Figure 1. Pin placement (run 1).
Drawn at 6 px/um. Pins as bars across the die edge, other pins in gray.
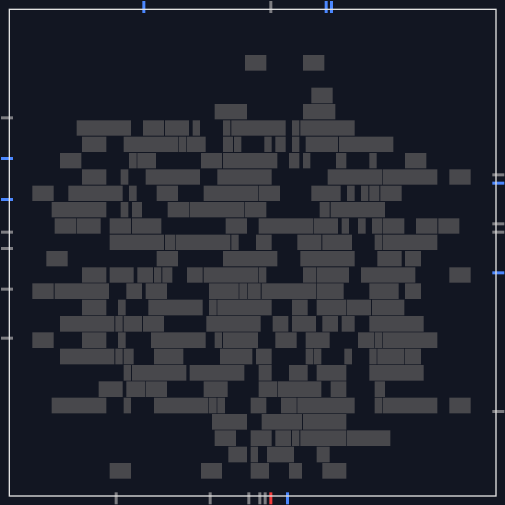
Figure 2. A small window of the routed layout (run 1).
Window x 20 to 60, y 20 to 60 um. Cells in gray, sequential cells in the stronger gray; small squares are vias.
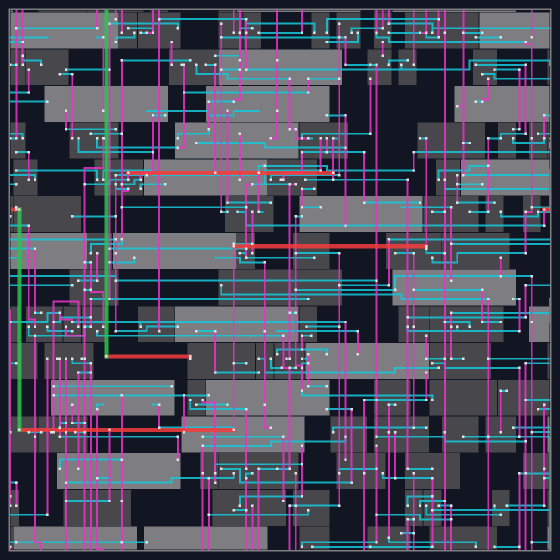
Figure 3. Cell placement (run 1).
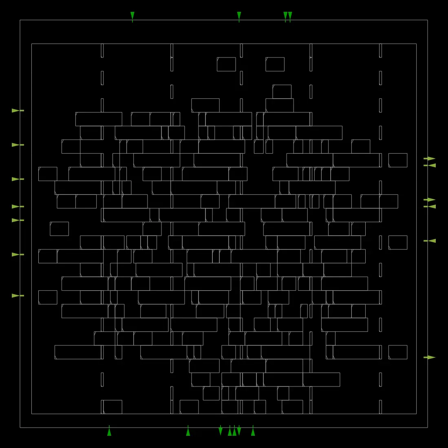
==> config.mk <==
export PLATFORM = sky130hd
export DESIGN_NAME = serializador
export DESIGN_NICKNAME = d
export VERILOG_FILES = /design/src/rtl/serializador.sv
export SDC_FILE = /design/constraint.sdc
export NUM_CORES = 1
export LEC_CHECK = 0
export CAP_MARGIN = 20
export CORE_MARGIN = 2
export CORE_UTILIZATION = 30
export CTS_CLUSTER_SIZE = 20
export DETAILED_ROUTE_END_ITERATION = 10
export SLEW_MARGIN = 5
export SYNTH_ARGS = -nofsm -noshare
export SYNTH_HDL_FRONTEND = slang
export SYNTH_SLANG_ARGS = --single-unit
==> constraint.sdc <==
create_clock -name clk -period 1.64 [get_ports clk]
set_input_delay 0.328 -clock clk [delete_from_list [all_inputs] [get_ports clk]]
set_output_delay 0.328 -clock clk [all_outputs]
set_load 0.02 [all_outputs]
==> src/rtl/serializador.sv <==
// serializador: MSB-first parallel-to-serial transmitter with per-bit DK flags,
// a one-word holding buffer for gapless streaming, and a first-bit frame strobe.
module serializador #(
    parameter int BITS = 8
) (
    input  logic            clk,
    input  logic            reset,
    input  logic            in_valid,
    output logic            in_ready,
    input  logic [BITS-1:0] in,
    input  logic [BITS-1:0] in_DK,
    output logic            data,
    output logic            DK,
    output logic            frame,
    output logic            busy
);
    localparam int CW = $clog2(BITS);

    typedef enum logic {IDLE, SHIFT} state_t;

    state_t          state_q, state_d;
    logic [CW-1:0]   cnt_q, cnt_d;
    logic [BITS-1:0] sh_q, sh_d, shk_q, shk_d, hold_q, hold_d, holdk_q, holdk_d;
    logic            hold_full_q, hold_full_d, data_q, data_d, dk_q, dk_d, frame_q, frame_d;
    logic            acc, last, load, from_hold;
    logic [BITS-1:0] ld_w, ld_k;

    assign in_ready = !hold_full_q && !reset;
    assign acc      = in_valid && in_ready;
    assign last     = cnt_q == CW'(BITS - 1);
    assign data     = data_q;
    assign DK       = dk_q;
    assign frame    = frame_q;
    assign busy     = state_q == SHIFT;

    always_comb begin
        state_d     = state_q;
        cnt_d       = cnt_q;
        sh_d        = sh_q;
        shk_d       = shk_q;
        hold_d      = hold_q;
        holdk_d     = holdk_q;
        hold_full_d = hold_full_q;
        data_d      = data_q;
        dk_d        = dk_q;
        frame_d     = frame_q;
        // The held word takes priority over a fresh offer at a word boundary.
        from_hold   = state_q == SHIFT && last && hold_full_q;
        load        = from_hold || (acc && (state_q == IDLE || last));
        ld_w        = from_hold ? hold_q : in;
        ld_k        = from_hold ? holdk_q : in_DK;
        if (load) begin
            state_d = SHIFT;
            cnt_d   = '0;
            data_d  = ld_w[BITS-1];
            dk_d    = ld_k[BITS-1];
            frame_d = 1'b1;
            sh_d    = ld_w << 1;
            shk_d   = ld_k << 1;
            if (from_hold) hold_full_d = 1'b0;
        end else if (state_q == SHIFT && last) begin
            state_d = IDLE;
            cnt_d   = '0;
            data_d  = 1'b0;
            dk_d    = 1'b0;
            frame_d = 1'b0;
        end else if (state_q == SHIFT) begin
            cnt_d   = cnt_q + 1'b1;
            data_d  = sh_q[BITS-1];
            dk_d    = shk_q[BITS-1];
            frame_d = 1'b0;
            sh_d    = sh_q << 1;
            shk_d   = shk_q << 1;
            if (acc) begin
                hold_d      = in;
                holdk_d     = in_DK;
                hold_full_d = 1'b1;
            end
        end
    end

    always_ff @(posedge clk or posedge reset) begin
        if (reset) begin
            state_q     <= IDLE;
            cnt_q       <= '0;
            sh_q        <= '0;
            shk_q       <= '0;
            hold_q      <= '0;
            holdk_q     <= '0;
            hold_full_q <= 1'b0;
            data_q      <= 1'b0;
            dk_q        <= 1'b0;
            frame_q     <= 1'b0;
        end else begin
            state_q     <= state_d;
            cnt_q       <= cnt_d;
            sh_q        <= sh_d;
            shk_q       <= shk_d;
            hold_q      <= hold_d;
            holdk_q     <= holdk_d;
            hold_full_q <= hold_full_d;
            data_q      <= data_d;
            dk_q        <= dk_d;
            frame_q     <= frame_d;
        end
    end
endmodule

==> reports/summary.log, run 1 <==
qor: status.status finished with violations
qor: status.violations negative setup slack
qor: pwr.maxPowerGroup combinational cells
qor: logic_synthesis.yosys_cells 154
qor: global_routing.grt-ovfl-total 0
qor: layout.n_multi_input_combinational_cell 105
qor: global_routing.grt_met3_use 0.0344
qor: floorplanning.ioPinCount 24
qor: detailed_routing.routed.top_layer met4
qor: timing.grt_setup_unrepaired yes
qor: pwr.seq_cell_power 1.59 mW
qor: layout.buf_share 0.186
qor: logic_synthesis.post-synth-top-area-fraction 0.536
qor: detailed_routing.antenna_violating_nets_post_route 0
qor: global_routing.grt_busiest_layer met2
qor: critical_path.setup.reg_to_reg.worst_slack -0.02 ns
qor: critical_path.crit_arrival 1.83 ns
qor: critical_path.critPathLaunchType flip-flop
qor: timing.hold_viol_final 0
qor: floorplanning.chip_area 6540 sq um
qor: logic_synthesis.syn_area 1770 sq um
qor: timing.slew_headroom 0.830
qor: detailed_routing.remaining_drc_errors 0
qor: timing.finalWorstSetupSlack -0.0215 ns
qor: layout.layout.cells.non_filler 269
qor: placed_design.numPlacedInstances 258
qor: placed_design.gp_congestion 0.738
qor: placed_design.placement.setup.worst_slack -0.230 ns
qor: layout.area_dominant_class sequential cells
qor: layout.post-route-util 0.434
qor: pwr.net-switching-power 1.39 mW
qor: timing.max_freq 602 MHz
qor: pwr.total_power 4.12 mW
qor: detailed_routing.detailed_router_iteration_count_before_antenna_repair 4
qor: layout.design_area 2430 sq um
qor: layout.number_of_clock_buffers_in_the_layout 6
qor: critical_path.crit_start cnt_q[1]
qor: logic_synthesis.synth_nets 175
qor: pwr.internal_power 2.73 mW
qor: timing.setup_viol 6
qor: layout.sh_comb_area 0.347
qor: detailed_routing.routed-via-count 1284
qor: pwr.max-vdd-ir-drop 0.000611 V
-- Figure 1 (at the start) --
Blue shows in, pins 8, direction input, edge 3 top, 2 right, 2 left, 1 bottom. Red shows in_ready, pins 1, direction output, edge bottom.
All pins by edge: 7 bottom, 7 left, 6 right, 4 top.
IO Port Bufs: 23
Vert. Die Dim: 80.9 um
die width: 80.9 um

-- Figure 2 (at the start) --
Green shows metal 4. Red shows metal 3. Cyan shows metal 1. Magenta shows metal 2.
Most frequent: dfrtp_1 (21), nand2_1 (18). Netlist names of flops here include sh_q (7), shk_q (6), hold_q (5). Sequential cells in the window: 21. 94 logic cells have their middle in the window.

-- Figure 3 (at the start) --
register share of the cell area: 0.391
area of the core: 5610 sq um

-- run 1: cells in the final DEF, fill, tap and decap left out, types with 2 or more instances in the layout --
cell type | Yosys | final
sky130_fd_sc_hd__mux2_2 | 12 | 12
sky130_fd_sc_hd__dlygate4sd2_1 | 0 | 2
sky130_fd_sc_hd__a221o_1 | 11 | 11
sky130_fd_sc_hd__a32oi_2 | 0 | 2
sky130_fd_sc_hd__a21oi_2 | 1 | 5
sky130_fd_sc_hd__o21ai_1 | 1 | 3
sky130_fd_sc_hd__a21oi_1 | 11 | 7
sky130_fd_sc_hd__inv_1 | 3 | 3
sky130_fd_sc_hd__and2_1 | 2 | 2
sky130_fd_sc_hd__nand2b_1 | 2 | 2
sky130_fd_sc_hd__buf_4 | 2 | 15
sky130_fd_sc_hd__clkbuf_8 | 0 | 6
sky130_fd_sc_hd__mux2_4 | 5 | 5
sky130_fd_sc_hd__nor2_1 | 2 | 2
sky130_fd_sc_hd__clkdlybuf4s50_1 | 0 | 20
sky130_fd_sc_hd__dfrtp_1 | 38 | 37
sky130_fd_sc_hd__buf_6 | 2 | 4
sky130_fd_sc_hd__buf_12 | 0 | 2
sky130_fd_sc_hd__nand2_1 | 35 | 35
sky130_fd_sc_hd__mux2i_1 | 2 | 2
-- run 1: synthesized netlist by cell type, drive strengths merged (2+ instances only) --
| master | number |
|---|---|
| mux2i | 2 |
| ha | 2 |
| nand3 | 2 |
| nor2 | 2 |
| nor2b | 2 |
| nand2b | 3 |
| dfrtp | 38 |
| and2 | 2 |
| o22ai | 2 |
| a21oi | 12 |
| mux2 | 17 |
| a32oi | 2 |
| inv | 3 |
| buf | 7 |
| o21ai | 4 |
| a221o | 11 |
| o211ai | 2 |
| nand2 | 36 |
==> run 1 -> run 2 <==
--- a/config.mk
+++ b/config.mk
@@ -10,7 +10,9 @@
 export CORE_UTILIZATION = 30
 export CTS_CLUSTER_SIZE = 20
 export DETAILED_ROUTE_END_ITERATION = 10
+export SKIP_LAST_GASP = 1
 export SLEW_MARGIN = 5
 export SYNTH_ARGS = -nofsm -noshare
 export SYNTH_HDL_FRONTEND = slang
 export SYNTH_SLANG_ARGS = --single-unit
+export TNS_END_PERCENT = 100
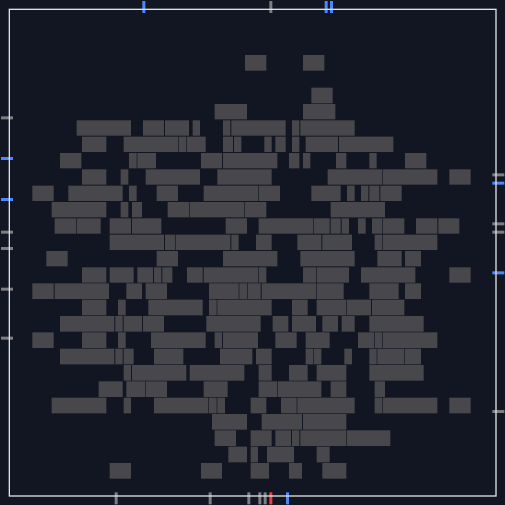
Figure 4: run 2, pin placement.
Drawn at 6 px/um. Pins as bars across the die edge, other pins in gray.
Red shows in_ready, pins 1, direction output, edge bottom. Blue shows in, pins 8, direction input, edge 3 top, 2 right, 2 left, 1 bottom.
All pins by edge: 7 bottom, 7 left, 6 right, 4 top.

==> reports/summary.log, run 2 <==
qor: detailed_routing.antenna_violating_nets_post_route 0 [unchanged]
qor: logic_synthesis.synth_nets 175 [unchanged]
qor: logic_synthesis.post-synth-top-area-fraction 0.536 [unchanged]
qor: timing.hold_viol_final 0 [unchanged]
qor: layout.inv_count 3
qor: placed_design.numPlacedInstances 258 [unchanged]
qor: layout.number_of_clock_buffers_in_the_layout 6 [unchanged]
qor: floorplanning.core_area 5610 sq um [unchanged]
qor: timing.grt_setup_unrepaired yes
qor: timing.slew_headroom 0.830 [about the same]
qor: critical_path.critPathSlowestCell sky130_fd_sc_hd__dfrtp_1
qor: layout.seq-cell-share 0.392 [+0.000604]
qor: layout.top_cell_excl_fill_tap sky130_fd_sc_hd__dfrtp_1
qor: timing.max_freq 601 MHz [-0.13%]
qor: logic_synthesis.synthMostInstantiatedCell sky130_fd_sc_hd__dfrtp_1
qor: logic_synthesis.synth_sequential_area_ratio 0.536
qor: placed_design.dp_hpwl 2420 um
qor: floorplanning.chip_area 6540 sq um [unchanged]
qor: placed_design.port-buffer-count 23 [unchanged]
qor: critical_path.crit_arrival 1.83 ns [about the same]
qor: floorplanning.die.size.x 80.9 um [unchanged]
qor: layout.logic_area 843 sq um
qor: floorplanning.tapCellCount 72
qor: layout.area_dominant_class sequential cells
qor: logic_synthesis.syn_area 1770 sq um [unchanged]
qor: detailed_routing.routed-via-count 1293 [+0.70%]
qor: layout.sh_comb_area 0.347 [+0.000535]
qor: run.openroad.warnings 28
qor: layout.layout.cells.non_filler 269 [unchanged]
qor: logic_synthesis.yosys-top-cells-count 38 x sky130_fd_sc_hd__dfrtp_1, 35 x sky130_fd_sc_hd__nand2_1, 12 x sky130_fd_sc_hd__mux2_2
qor: layout.post-route-util 0.433 [-0.000669]
qor: critical_path.critPathLaunchType flip-flop
qor: layout.final_cell_mix 37 x sky130_fd_sc_hd__dfrtp_1, 35 x sky130_fd_sc_hd__nand2_1, 20 x sky130_fd_sc_hd__clkdlybuf4s50_1
qor: global_routing.grt_start_max_net_pins 39
qor: layout.buf_share 0.185 [-0.00126]
qor: placed_design.gp_congestion 0.738 [unchanged]
qor: floorplanning.ioPinCount 24 [unchanged]
qor: timing.setup_viol 6 [unchanged]
qor: timing.finalWorstSetupSlack -0.0236 ns [-0.00216 ns]
qor: layout.final.signal_buffer_count 45
qor: clock_network.htree_levels 2
qor: detailed_routing.remaining_drc_errors 0 [unchanged]
qor: placed_design.placement.setup.worst_slack -0.230 ns [unchanged]
qor: pwr.total_power 4.12 mW [about the same]
qor: logic_synthesis.yosys_cells 154 [unchanged]
qor: clock_network.clk-insertion-delay-late 0.29 ns
qor: pwr.max-vdd-ir-drop 0.000613 V [+0.39%]
qor: status.violations negative setup slack
qor: detailed_routing.detailed_router_iteration_count_before_antenna_repair 4 [unchanged]
qor: global_routing.grt-ovfl-total 0 [unchanged]
qor: clock_network.cts_buffer_depth 2
qor: layout.n_multi_input_combinational_cell 105 [unchanged]
qor: status.status finished with violations
qor: floorplanning.dieHeight 80.9 um [unchanged]
run 2: netlist changes by cell type in the layout (fill, tap and decap cells not counted):
cell / delta
sky130_fd_sc_hd__buf_6: -1
sky130_fd_sc_hd__o21ai_0: +2
sky130_fd_sc_hd__o21ai_1: -2
sky130_fd_sc_hd__buf_4: +1
run 2: stage by stage:
step	hold slack, ns	cell area [sq um]
after floorplan	0.433	1800
after global placement	0.452	2210
after detailed placement	0.452	2210
after CTS	0.475	2320
after global routing	0.312	2430
final	0.278	2430
run 2: worst paths after layout:
path | startpoint | endpoint | slack [ns] | depth (start not counted)
setup reg to reg | cnt_q[1] | DK | -0.02 | 7
setup / recovery | cnt_q[1] | DK | -0.02 | 7
hold reg to reg | holdk_q[0] | shk_q[1] | 0.47 | 2
min in group clk | holdk_q[0] | shk_q[1] | 0.47 | 2
hold / removal | reset | hold_full_q | 0.28 | 4
max in group asynchronous | reset | holdk_q[1] | 1.16 | 4
run 2: layer usage:
layer  vias up  part of all wire  track usage
li1        639                 -            -
met1       626              0.49        0.173
met2        24              0.46        0.178
met3         4             0.036       0.0344
met4         0             0.012       0.0458
met5         -                 0            0
run 2: kinds of logic after synthesis:
logic type | Yosys count | synth area share
compound gates | 34 | 0.147
fa+ha+maj | 2 | 0.0141
buf+inv | 11 | 0.0381
flops | 38 | 0.536
mux | 19 | 0.130
simple gates | 50 | 0.135
run 2: power by group:
group	total, mW	internal [mW]	leakage, nW	switching (mW)
combinational	1.91	1.07	0.597	0.833
clock	0.625	0.324	0.0431	0.301
sequential	1.59	1.33	0.480	0.261
run 2: what timing repair did:
item | CTS | global route
buffers inserted | 2 | 2
endpoints found under the setup margin | 20 | 33
cloned | 0 | 1
hold buffers | 0 | 0
gates resized | 6 | 14
pin swaps | 1 | 4
Power figures rest on the tool's default switching activity, not on a simulated workload.
